==> src/rtl/gyro_axis_sequencer.sv <==
// Gyro axis sequencer: once per sample frame, requests a roll sample and then
// a pitch sample from a shared gyro source, and publishes both to the servo
// outputs together.
//
// Optional feature: define GYRO_SEQ_TIMEOUT_EN to abort a request that is not
// acknowledged within TIMEOUT cycles; without it the sequencer waits forever
// and timeout_err is tied low.
//
// Ports:
//   clk           clock, rising edge
//   reset         asynchronous, active-high reset
//   enable        permits new frames to start
//   gyro_req      sample request to the gyro source
//   gyro_axis     axis being requested (0 = roll, 1 = pitch)
//   gyro_ack      source acknowledge, gyro_data valid in the same cycle
//   gyro_data     signed 16-bit sample
//   servo_roll    last published roll command
//   servo_pitch   last published pitch command
//   update_valid  one-cycle pulse when both servo outputs update
//   busy          high while a frame is in progress
//   overrun       one-cycle pulse when a tick is dropped because busy
//   timeout_err   one-cycle pulse when a request is aborted
module gyro_axis_sequencer #(
  parameter int unsigned TICK_DIV = 1000,
  parameter int unsigned TIMEOUT  = 63
) (
  input  logic        clk,
  input  logic        reset,
  input  logic        enable,
  output logic        gyro_req,
  output logic        gyro_axis,
  input  logic        gyro_ack,
  input  logic [15:0] gyro_data,
  output logic [15:0] servo_roll,
  output logic [15:0] servo_pitch,
  output logic        update_valid,
  output logic        busy,
  output logic        overrun,
  output logic        timeout_err
);

  localparam logic [15:0] TICK_LAST = 16'(TICK_DIV - 1);
  // An out-of-range configuration never produces a tick, so no frame starts.
  localparam bit CFG_OK = (TICK_DIV >= 2) && (TICK_DIV <= 65535) &&
                          (TIMEOUT >= 1) && (TIMEOUT <= 255);

  typedef enum logic [1:0] {
    IDLE      = 2'd0,
    REQ_ROLL  = 2'd1,
    REQ_PITCH = 2'd2
  } state_t;

  state_t      state;
  logic [15:0] tick_cnt;
  logic [15:0] roll_shadow;
  logic        tick_c;

  assign tick_c = CFG_OK && (tick_cnt == TICK_LAST);

  // Free-running frame divider, independent of enable.
  always_ff @(posedge clk or posedge reset) begin
    if (reset) begin
      tick_cnt <= 16'd0;
    end else if (tick_c) begin
      tick_cnt <= 16'd0;
    end else begin
      tick_cnt <= tick_cnt + 16'd1;
    end
  end

`ifdef GYRO_SEQ_TIMEOUT_EN
  localparam logic [7:0] WAIT_LAST = 8'(TIMEOUT - 1);
  logic [7:0] wait_cnt;
`else
  assign timeout_err = 1'b0;
`endif

  // Frame sequencer; every output is registered alongside the state.
  always_ff @(posedge clk or posedge reset) begin
    if (reset) begin
      state        <= IDLE;
      roll_shadow  <= 16'd0;
      servo_roll   <= 16'd0;
      servo_pitch  <= 16'd0;
      gyro_req     <= 1'b0;
      gyro_axis    <= 1'b0;
      update_valid <= 1'b0;
      busy         <= 1'b0;
      overrun      <= 1'b0;
`ifdef GYRO_SEQ_TIMEOUT_EN
      timeout_err  <= 1'b0;
      wait_cnt     <= 8'd0;
`endif
    end else begin
      update_valid <= 1'b0;
      overrun      <= tick_c && (state != IDLE);
`ifdef GYRO_SEQ_TIMEOUT_EN
      timeout_err  <= 1'b0;
`endif
      case (state)
        IDLE: begin
          if (tick_c && enable) begin
            state     <= REQ_ROLL;
            gyro_req  <= 1'b1;
            gyro_axis <= 1'b0;
            busy      <= 1'b1;
`ifdef GYRO_SEQ_TIMEOUT_EN
            wait_cnt  <= 8'd0;
`endif
          end
        end
        REQ_ROLL: begin
          if (gyro_ack) begin
            roll_shadow <= gyro_data;
            state       <= REQ_PITCH;
            gyro_axis   <= 1'b1;
`ifdef GYRO_SEQ_TIMEOUT_EN
            wait_cnt    <= 8'd0;
          end else if (wait_cnt == WAIT_LAST) begin
            state       <= IDLE;
            gyro_req    <= 1'b0;
            gyro_axis   <= 1'b0;
            busy        <= 1'b0;
            timeout_err <= 1'b1;
          end else begin
            wait_cnt    <= wait_cnt + 8'd1;
`endif
          end
        end
        REQ_PITCH: begin
          // Both servo outputs load at the same edge: no partial update.
          if (gyro_ack) begin
            servo_roll   <= roll_shadow;
            servo_pitch  <= gyro_data;
            update_valid <= 1'b1;
            state        <= IDLE;
            gyro_req     <= 1'b0;
            gyro_axis    <= 1'b0;
            busy         <= 1'b0;
`ifdef GYRO_SEQ_TIMEOUT_EN
          end else if (wait_cnt == WAIT_LAST) begin
            state       <= IDLE;
            gyro_req    <= 1'b0;
            gyro_axis   <= 1'b0;
            busy        <= 1'b0;
            timeout_err <= 1'b1;
          end else begin
            wait_cnt    <= wait_cnt + 8'd1;
`endif
          end
        end
        default: begin
          state     <= IDLE;
          gyro_req  <= 1'b0;
          gyro_axis <= 1'b0;
          busy      <= 1'b0;
        end
      endcase
    end
  end

endmodule

==> config.mk <==
export PLATFORM = sky130hd
export DESIGN_NAME = gyro_axis_sequencer
export DESIGN_NICKNAME = d
export VERILOG_FILES = /design/src/rtl/gyro_axis_sequencer.sv
export SDC_FILE = /design/constraint.sdc
export NUM_CORES = 1
export LEC_CHECK = 0
export ABC_AREA = 1
export CORE_MARGIN = 2
export CORE_UTILIZATION = 41
export CTS_BUF_LIST = sky130_fd_sc_hd__clkbuf_4
export DETAILED_ROUTE_END_ITERATION = 7
export PLACE_DENSITY = 0.65
export SLEW_MARGIN = 20
export SYNTH_ARGS = -nofsm -noshare
export SYNTH_HDL_FRONTEND = slang
export SYNTH_SLANG_ARGS = --single-unit
==> constraint.sdc <==
create_clock -name clk -period 2.54 [get_ports clk]
set_clock_uncertainty 0.05 [all_clocks]
set_input_delay 0.381 -clock clk [delete_from_list [all_inputs] [get_ports clk]]
set_output_delay 0.381 -clock clk [all_outputs]
set_load 0.03 [all_outputs]
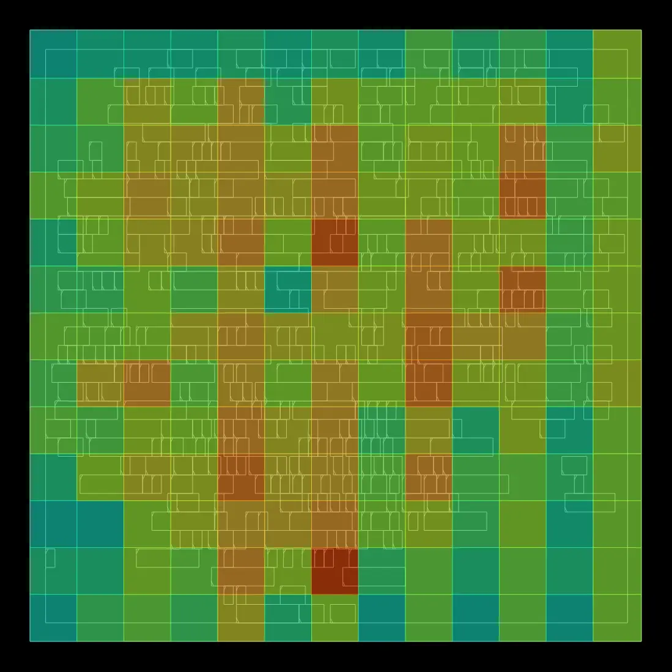
**Above:** congestion heat map.
Most Crowded Layer GR: met1
met1 capacity usage during global routing: 22.5%
utilization after layout: 52.5%
per-cell routed wire length: 11.4 µm
met2 track demand over resource: 22.2%

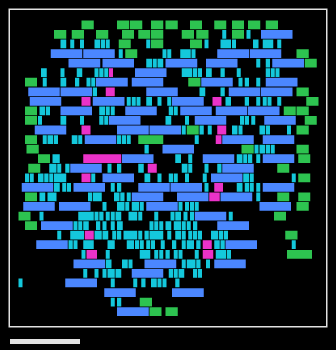
**Above:** placed cells, one color a class.
Scale bar: 20 µm.
remaining buffers and delay cells: marked green, cells 58, share of their area 16%. sequential cells: marked blue, cells 70, share of their area 48%. remaining logic cells: marked cyan, cells 266, share of their area 32%. clock drivers and dummy loads: marked magenta, cells 16, share of their area 3.8%.

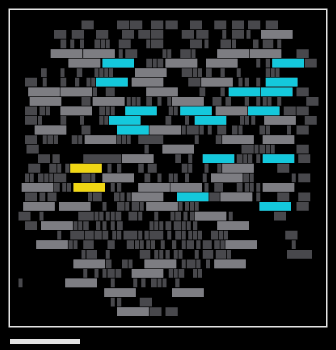
**Above:** sequential cells grouped by signal name.
Scale bar: 20 µm.
`state`: marked yellow, flops 2. `servo_roll`: marked cyan, flops 16.

==> impl_metrics.toml <==
# implementation run metrics
[run_status]
run_status = "completed"

[power_and_ir_drop]
netSwitchingPower_w = 0.000436
pg_seq_w = 0.00111
clk-power_w = 0.000703
power_frac_clock_pct = 37.3

[job]
max_cap_violations = 0
log.warning_count = 26

[finish]
most-common-layout-cells = "nand2_1 (118), dfrtp_1 (70), clkdlybuf4s50_1 (56)"
combinational_gate_area_mm2 = 0.00101

[timing]
layout_min_cycle_time_ps = 1910
hold_slack_ps = 325

[die]
io_pins = 58
effective_utilization_at_floorplan_pct = 41.9

[route]
routed-wl-met3_um = 274
num_vias = 2287

[placement]
buffer_ports.inserted = 56

[setup_path]
cp_slowest_stage_delay_ps = 690
critical_path_sink_type = "primary output"
worstSetupPathDepth = 1

[synthesis]
yosysTopAreaCell = "dfrtp_1"
synth_area_mm2 = 0.00303
ys_cells = 348

[cts]
clock-root-buffer = "clkbuf_4"
clock_buffers_created_by_tritoncts = 9

[grt]
grt_pass1_wl_um = 10100
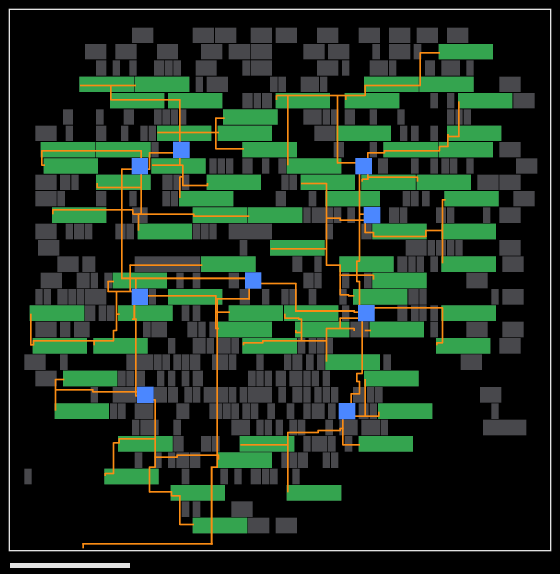
**Above:** clock wires, drivers and flops.
Scale bar: 20 µm.
clock-net drivers: marked blue, count 9. clock wires: marked orange, length 803 µm. flip-flops: marked green, count 70.
Position of the flops: widely spread.

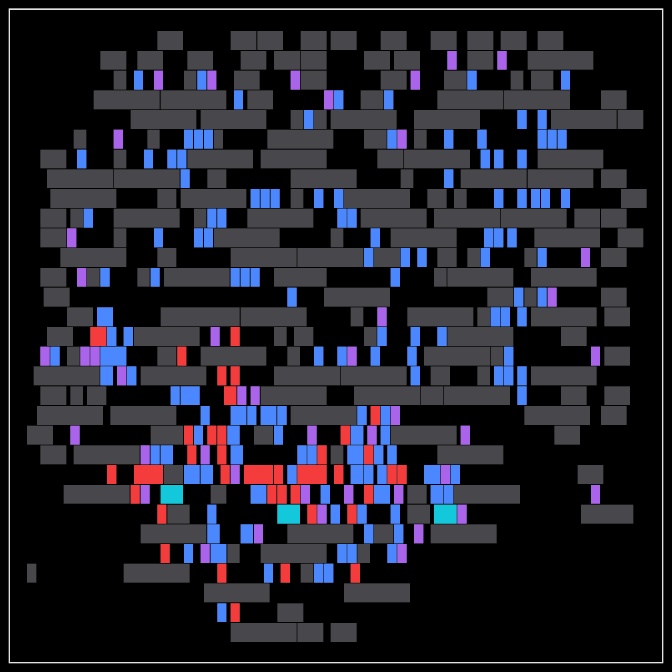
**Above:** logic cells by family.
inv cells: marked purple, cells 43, where widely spread. nand cells: marked blue, cells 139. xor and xnor cells: marked cyan, cells 3. nor cells: marked red, cells 37.
most used logic cell in the final layout: nand2_1
fraction of area in multi-input gates: 26.6%

